File: src/rtl/mod12_ctrl_pkg.sv
// Shared types and constants for the mod-12 counter controller.
package mod12_ctrl_pkg;

   localparam int unsigned CNT_W       = 4;
   localparam int unsigned MOD_MAX_DEF = 11;

   typedef enum logic [1:0] {
      StIdle,
      StRun,
      StLoad,
      StClear
   } state_e;

endpackage

File: src/rtl/rr_arbiter.sv
// Combinational round-robin search: first set request strictly after rr_ptr, wrapping.
module rr_arbiter #(
   parameter int unsigned N_REQ = 2,
   parameter int unsigned PTR_W = (N_REQ > 1) ? $clog2(N_REQ) : 1
) (
   input  logic [N_REQ-1:0] req,
   input  logic [PTR_W-1:0] rr_ptr,
   output logic [PTR_W-1:0] gnt_idx,
   output logic             gnt_valid
);

   int unsigned k;

   always_comb begin
      gnt_idx   = '0;
      gnt_valid = 1'b0;
      k         = 0;
      for (int unsigned i = 1; i <= N_REQ; i++) begin
         k = (32'(rr_ptr) + i) % N_REQ;
         if (!gnt_valid && req[k[PTR_W-1:0]]) begin
            gnt_valid = 1'b1;
            gnt_idx   = k[PTR_W-1:0];
         end
      end
   end

endmodule

File: src/rtl/mod12_counter_ctrl.sv
// Sequences a shared loadable counter: run/hold, clear, forced 11->0 wrap and
// round-robin sharing of the counter load port between N_REQ requesters.
module mod12_counter_ctrl
   import mod12_ctrl_pkg::*;
#(
   parameter int unsigned N_REQ   = 2,
   parameter int unsigned MOD_MAX = MOD_MAX_DEF
) (
   input  logic                   clk,
   input  logic                   reset,
   input  logic                   start,
   input  logic                   stop,
   input  logic                   clear,
   input  logic [N_REQ-1:0]       req,
   input  logic [CNT_W*N_REQ-1:0] req_data,
   output logic [N_REQ-1:0]       gnt,
   output logic                   req_err,
   input  logic [CNT_W-1:0]       cnt_q,
   output logic                   cnt_reset,
   output logic                   cnt_load,
   output logic [CNT_W-1:0]       cnt_data,
   output logic                   running,
   output logic                   wrap
);

   localparam int unsigned      PTR_W   = (N_REQ > 1) ? $clog2(N_REQ) : 1;
   localparam logic [CNT_W-1:0] MAX_VAL = CNT_W'(MOD_MAX);
   localparam logic [PTR_W-1:0] PTR_RST = PTR_W'(N_REQ - 1);

   state_e             state_q, state_d;
   logic               run_mode_q, run_mode_d;
   logic [PTR_W-1:0]   rr_ptr_q, rr_ptr_d;
   logic [CNT_W-1:0]   ld_data_q, ld_data_d;
   logic [N_REQ-1:0]   gnt_q, gnt_d;
   logic               req_err_q, req_err_d;

   logic [PTR_W-1:0]   arb_idx;
   logic               arb_valid;
   logic [CNT_W-1:0]   sel_data;

   rr_arbiter #(
      .N_REQ (N_REQ),
      .PTR_W (PTR_W)
   ) u_arb (
      .req       (req),
      .rr_ptr    (rr_ptr_q),
      .gnt_idx   (arb_idx),
      .gnt_valid (arb_valid)
   );

   always_comb begin
      sel_data = '0;
      for (int unsigned i = 0; i < N_REQ; i++) begin
         if (arb_idx == PTR_W'(i)) sel_data = req_data[CNT_W*i +: CNT_W];
      end
   end

   // stop dominates start; the new mode already steers this cycle's transition
   always_comb begin
      run_mode_d = run_mode_q;
      if (stop)       run_mode_d = 1'b0;
      else if (start) run_mode_d = 1'b1;
   end

   always_comb begin
      state_d   = run_mode_d ? StRun : StIdle;
      rr_ptr_d  = rr_ptr_q;
      ld_data_d = ld_data_q;
      gnt_d     = '0;
      req_err_d = 1'b0;
      unique case (state_q)
         StIdle, StRun: begin
            if (clear) begin
               state_d = StClear;
            end else if (arb_valid) begin
               gnt_d[arb_idx] = 1'b1;
               rr_ptr_d       = arb_idx;
               if (sel_data <= MAX_VAL) begin
                  ld_data_d = sel_data;
                  state_d   = StLoad;
               end else begin
                  req_err_d = 1'b1;
               end
            end
         end
         StLoad, StClear: ;
         default: state_d = StIdle;
      endcase
   end

   // The counter has no enable: holding means reloading its own Q.
   always_comb begin
      cnt_reset = ~reset;
      cnt_load  = 1'b0;
      cnt_data  = '0;
      wrap      = 1'b0;
      unique case (state_q)
         StIdle: begin
            cnt_load = 1'b1;
            cnt_data = cnt_q;
         end
         StRun: begin
            if (cnt_q >= MAX_VAL) begin
               cnt_load = 1'b1;
               wrap     = 1'b1;
            end
         end
         StLoad: begin
            cnt_load = 1'b1;
            cnt_data = ld_data_q;
         end
         StClear: cnt_reset = 1'b1;
         default: ;
      endcase
   end

   always_ff @(posedge clk or negedge reset) begin
      if (!reset) begin
         state_q    <= StIdle;
         run_mode_q <= 1'b0;
         rr_ptr_q   <= PTR_RST;
         ld_data_q  <= '0;
         gnt_q      <= '0;
         req_err_q  <= 1'b0;
      end else begin
         state_q    <= state_d;
         run_mode_q <= run_mode_d;
         rr_ptr_q   <= rr_ptr_d;
         ld_data_q  <= ld_data_d;
         gnt_q      <= gnt_d;
         req_err_q  <= req_err_d;
      end
   end

   assign gnt     = gnt_q;
   assign req_err = req_err_q;
   assign running = run_mode_q;

endmodule

File: config.mk
export PLATFORM = sky130hd
export DESIGN_NAME = mod12_counter_ctrl
export DESIGN_NICKNAME = d
export VERILOG_FILES = /design/src/rtl/mod12_ctrl_pkg.sv /design/src/rtl/rr_arbiter.sv /design/src/rtl/mod12_counter_ctrl.sv
export SDC_FILE = /design/constraint.sdc
export NUM_CORES = 1
export LEC_CHECK = 0
export ABC_AREA = 1
export CAP_MARGIN = 10
export CORE_UTILIZATION = 42
export CTS_CLUSTER_DIAMETER = 80
export DETAILED_ROUTE_END_ITERATION = 10
export GPL_TIMING_DRIVEN = 0
export PLACE_DENSITY = 0.82
export SETUP_SLACK_MARGIN = 0.05
export SLEW_MARGIN = 10
export SYNTH_ARGS = -nofsm -noshare
export SYNTH_HDL_FRONTEND = slang
export SYNTH_HIERARCHICAL = 1
export SYNTH_SLANG_ARGS = --single-unit
File: constraint.sdc
create_clock -name clk -period 3.4 [get_ports clk]
set_input_delay 0.51 -clock clk [delete_from_list [all_inputs] [get_ports clk]]
set_output_delay 0.51 -clock clk [all_outputs]
set_load 0.1 [all_outputs]
Figure 1. Register map, names as in the netlist (run 1).
Scale bar: 10 um.
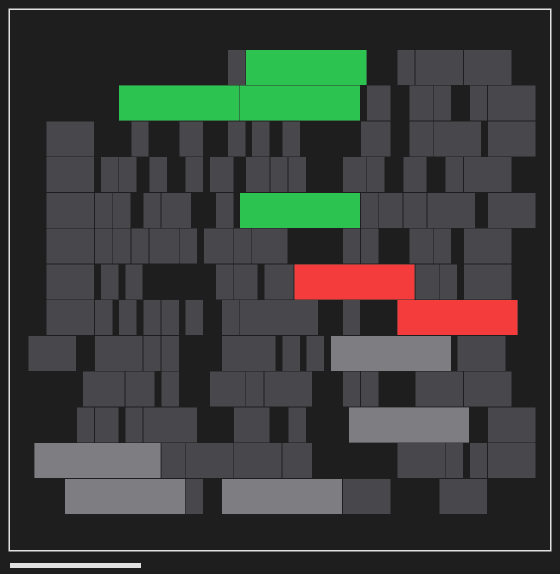
legend:
  ld_data_q:
    color: green
    placed_flops: 4
    where: top middle
  state_q:
    color: red
    placed_flops: 2
not colored: 5
final core utilization: 71.5%
Power Sequential: 198 uW
Seq area share: 28.3%

Figure 2. Gate-type map (run 1).
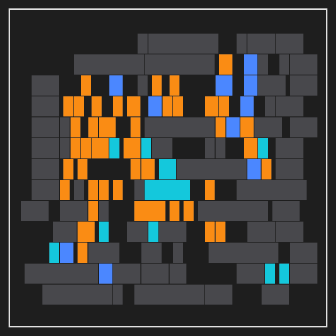
legend:
  nand cells:
    color: orange
    cells: 42
    most_used: nand2_1
  nor cells:
    color: cyan
    cells: 10
    most_used: nor2_1
  aoi and oai cells:
    color: blue
    cells: 10
combinational share of cell area: 30.0%
final cell count without fillers: 138
most frequent logic cell in the layout: nand2_1

Figure 3. Zoomed window (run 1).
Scale bar: 10 um. Window x 0 to 25, y 0 to 25 um. Cells in gray, sequential cells in the stronger gray; small squares are vias.
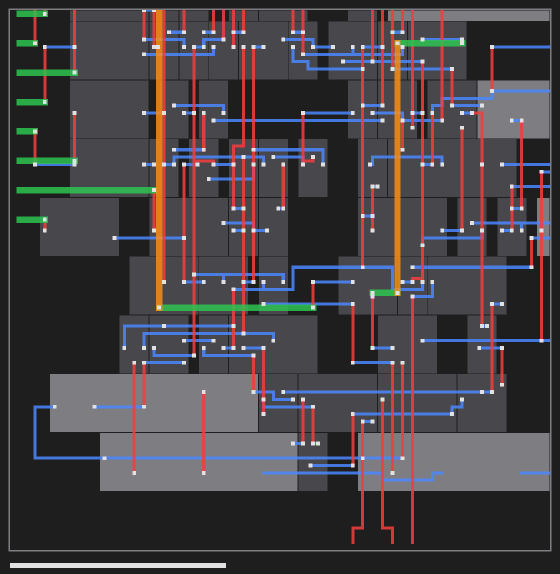
legend:
  metal 1:
    color: blue
  metal 2:
    color: red
  metal 4:
    color: orange
  metal 3:
    color: green
netlist names of flops here include: gnt (2), rr_ptr_q (1)
sequential cells in the window: 3
cells with their middle in the window: 50
most frequent: nand2_1 (13), clkdlybuf4s50_1 (8), inv_1 (6)

==> run 1: cells in the mapped netlist (all sizes together) <==
cell type,count
o22ai,1
inv,15
nor2,9
nand3,6
nand2,36
nor3,1
dfstp,1
dfrtp,10
buf,1
o21ai,6
a21oi,3
or2,1
==> run 1: stage by stage <==
step                      instances  power [mW]  instance area, um2  utilization [%]
final                           138       0.704                 977             71.5
after global routing            138       0.747                 977             71.5
after CTS                       138       0.709                 977             71.5
after detailed placement        134       0.623                 951             69.6
after global placement          134       0.618                 951             69.6
after floorplan                  90       0.522                 642                -
==> run 1: worst reg2reg max path: cells and delay by family, from the launching register on <==
family / cells / cell delay, ns
AND-OR/OR-AND: 1 / 0.07
buffers and inverters: 1 / 0.14
AND/OR/NAND/NOR: 6 / 0.43
flip-flops: 1 / 0.53
==> CHANGELOG.md, run 1 <==
### Metrics

- P&R area growth vs syn: 52.2%
- Insertion Delay late pin: 0.26 ns
- First-pass GRT wire length: 2.00 mm
- RSZ-0062 raised after global routing: no
- CP required: 2.89 ns
- Nets: 143
- Via density: 4.61
- Nonclk inv count: 15
- Max power group: combinational cells
- Diode count: 0
- Critical-path top delay cell: clkdlybuf4s50_1
- Clk Tree Root Cell: clkbuf_4
- TritonCTS clock tree: yes
- Std-Cell Rows: 13
- Largest net degree at the start of global routing: 13
- Largest cells by area after synthesis: dfrtp_1 (39%), nand2_1 (18%), inv_1 (7.6%)
- Routability Congestion: 0.782
- Setup CP Type: input port to output pin
- Max stage delay on crit path: 1.13 ns
- CP endpoint kind: output pin
- Die x size: 41.1 um
- Sw frac: 52.8%
- Worst-path clk slew: 0.06 ns
- Postcts setup bufs: 0
- Hold path depth: 2
- Cell variety after synth: 18
- Ports: 30
- Top Layer Used: met4
- Clk. pwr: 84.8 uW
- VDD IR max: 0.318 mV
- OpenROAD warnings: 26
- Setup crit end: wrap
- Compound Share, Synth: 7.99%
- Hold_buf cts: 0
- Met1 wire length: 560 um
- Worst setup margin: 0.370 ns
- Hold Vio Cnt, Final: 0
- Synth Seq Share: 43.1%
- Yosys simple share: 37.6%
- Hold WC Path Type: flip-flop to flip-flop
- Endpoints failing setup: 0
- Area reported by Yosys stat: 642 um2
- Synthesized instance count: 90
- Largest cell class: non-clock buffers
- Met3 wire len: 111 um
- Layout fillers: 131
- Launch point of the worst path: cnt_q[1]
- P per Cell Area: 721 nW/um2
- Comb area leader: simple AND/OR/NAND/NOR gates
- CTS max path bufs: 2
- Static Leak: 0.497 nW
- # H-tree levels: 1
- Setup TNS: 0 ns
- M1 GR Usage: 20.9%
- Adder Area Share: 0%
- Worst reg2reg setup slack: 2.12 ns
- DP Wirelength: 1.07 mm
- Synth Area in XOR/XNOR: 0%
- Hold_ws: 0.474 ns
- Worst-path cell chain: clkdlybuf4s50_1 -> inv_1 -> o21ai_0 -> nand3_1 -> nor2_1 -> clkdlybuf4s50_1
- Share of post-route cells with drive strength above 1: 11.4%
- Period utilisation layout: 89.1%
- Storage cell area: 277 um2
- Status: completed
Figure 4. Port wiring (run 1).
Scale bar: 10 um.
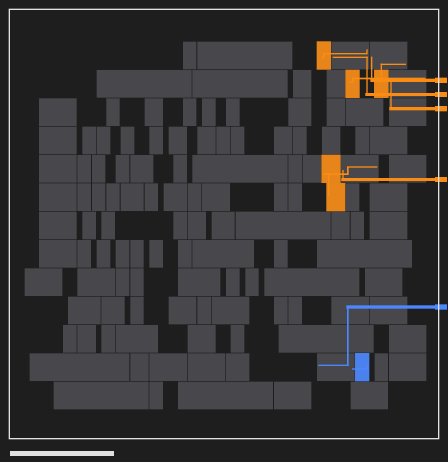

==> run 2, diff against run 1 <==
- CORE_MARGIN: unset -> 4
Figure 5. Port wiring (run 2).
Scale bar: 10 um.
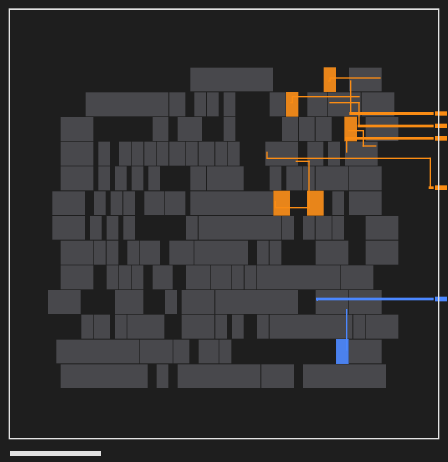
legend:
  stop:
    color: blue
    bits: 1
    direction: input
    edge: right
    end_cells: 1
    wire: 17.2 um
  cnt_q:
    color: orange
    bits: 4
    direction: input
    edge: right
    end_cells: 5
    wire: 89.1 um
count of input and output buffers: 29
Ports: 30

==> run 2 against run 1 <==
Sequential cell count is the same; synthesized area unchanged; synthesized cell count stayed put; largest cell class unchanged; die size grew 31%; power is 0.89% higher; count of clock-buffer cells in the layout fell by 1; design area grew 0.13%; largest power group unchanged; critical endpoint is now cnt_reset; via count grew 2.8%; utilization increased by 0.092 points; sequential power barely moved; register-to-register slack hardly changed.
==> CHANGELOG.md, run 2 <==
### Metrics

- Critical-path top delay cell: clkdlybuf4s50_1
- Avg Inst Size Synth: 7.13 um2
- Most frequent logic cell in the layout: nand2_1
- Main synth FF type: dfrtp_1
- CP top delay family: buffers and inverters
- Power Sequential: 199 uW
- Synth top cell by count: nand2_1
- Share of post-route cells with drive strength above 1: 12.2%
- CTS max path bufs: 2
- Top Layer Used: met4
- Compound Share, Synth: 7.99%
- Worst-path clk slew: 0.08 ns
- Vias in the first global route: 604
- Max stage delay on crit path: 1.15 ns
- OpenROAD warnings: 26
- DIE HEIGHT: 47.1 um
- Multiplexer share of the synthesized area: 0%
- Synthesized instance count: 90
- Largest net degree at the start of global routing: 13
- Yosys cell count: 90
- Slew Limit Fails: 0
- # H-tree levels: 1
- Met2 routed WL: 618 um
- Biggest register: ld_data_q
- Buffering overhead: 30.8%
- Largest cells by area after synthesis: dfrtp_1 (39%), nand2_1 (18%), inv_1 (7.6%)
- Worst setup SP type: input port
- Antenna violations before repair: 0
- Final core utilization: 71.6%
- Pre-CTS setup slack: 0.316 ns
- Final Power: 710 uW
- DRC: 0
- Hold WC Path Type: flip-flop to flip-flop
- CP endpoint kind: output pin
- Vias: 654
- Clk. pwr: 88.6 uW
- Layout fillers: 124
- Yosys warning count: 6
- Max reg flops: 4
- Total gr overflow: 0
- RSZ-0062 raised after global routing: no
- Max_cap viols: 0
- CLK BUF: 3
- M1 GR Usage: 17.5%
- Logic pwr share: 59.5%
- Core ar.: 1370 um2
- Clk Tree Root Cell: clkbuf_4
- Hold_buf cts: 0
- First-pass GRT wire length: 2.42 mm
- VDD IR max: 0.359 mV
- P&R area growth vs syn: 52.4%
- Area of placed instances: 951 um2
- Hold_ws: 0.477 ns
- Bufs w/o clock: 30
- Layout Skew: 0.00773 ns
- Area reported by Yosys stat: 642 um2
- Worst setup margin: 0.344 ns
- Synthesized area: 642 um2
- CP required: 2.89 ns
- Via density: 4.74
- Antenna-violating nets left: 0
- Highest Clock Rate: 0.327 GHz
- Die x size: 47.1 um
- Cts bufs inserted: 3
- Most frequent cells in the layout: nand2_1 (31), clkdlybuf4s50_1 (29), inv_1 (13)
- Comb area leader: simple AND/OR/NAND/NOR gates
- Seq pwr share: 28.0%
- CTS Sinks: 11
- Cell variety after synth: 18
- Status: completed
- Syn nets: 109
- Relative slew slack: 35.3%
- Largest type area fraction: 39.0%
- Met3 wire len: 163 um
- Largest cell class: non-clock buffers
- Gate Area: 293 um2
- Total track usage: 15.4%
- Setup TNS: 0 ns
- ClkCell Share: 2.81%
- Storage cell area: 277 um2
- Worst-margin pin slew: 0.968 ns
- Endpoints failing setup: 0
- Ys async rst share: 100%
- Insertion Delay late pin: 0.27 ns
- Placed Cells: 134
- Final wirelength: 1.41 mm
- Logic power comb: 423 uW
- Worst-path cell chain: clkdlybuf4s50_1 -> o21ai_0 -> clkdlybuf4s50_1
- Nets: 143
- P per Cell Area: 726 nW/um2
- Initial Util: 47.0%
- Seq area share: 28.3%
- Sw frac: 53.5%
- Area leader, netlist: dfrtp_1
- Flops: 11
- GRT busiest layer: met2
- Routability Congestion: 0.743
- TritonCTS clock tree: yes
- DP Wirelength: 1.20 mm
- Yosys simple share: 37.6%
- Min cycle time layout: 3.06 ns
- Static Leak: 0.500 nW
- Postcts setup bufs: 0
- Initial drt markers: 2
- Max power group: combinational cells
- Nonclk inv count: 15
- Die area: 2220 um2
- Adder Area Share: 0%
- Combinational share of cell area: 29.9%
- Cts repair resizes: 0
- Setup CP Type: input port to output pin
- Most frequent cells after synthesis: nand2_1 (31), inv_1 (13), dfrtp_1 (10), nor2_1 (8), nand3_1 (6)
- Period utilisation layout: 89.9%
- DRT Pass-1 Iters: 2
- Std-Cell Rows: 13
- Met1 wire length: 597 um
- Synth Seq Share: 43.1%
- GR Layer Usage met3: 2.68%
- Final cell count without fillers: 138
- Comb gates: 63
- Hold Vio Cnt, Final: 0
- Post-layout instance area: 978 um2
- Synth Area in XOR/XNOR: 0%
- Diode count: 0
- Number of enable flip-flop cells: 0
==> run 2: cell count changes in the layout (fill, tap and decap cells not counted), sizes merged <==
cell    change
clkbuf      -1
clkinv      +1
==> run 2: final timing paths <==
| kind | startpoint | cells after the start | slack (ns) | endpoint |
|---|---|---|---|---|
| worst max-delay path | reset | 3 | 0.34 | cnt_reset |
| worst min-delay path | rr_ptr_q | 2 | 0.48 | rr_ptr_q |
| worst max register to register | rr_ptr_q | 8 | 2.11 | ld_data_q[0] |
| worst min register to register | rr_ptr_q | 2 | 0.48 | rr_ptr_q |
| max in group asynchronous | reset | 1 | 2.46 | rr_ptr_q |
| min in group asynchronous | reset | 1 | 0.58 | state_q[0] |
No activity file was given, so power comes from the tool's default toggle rates.
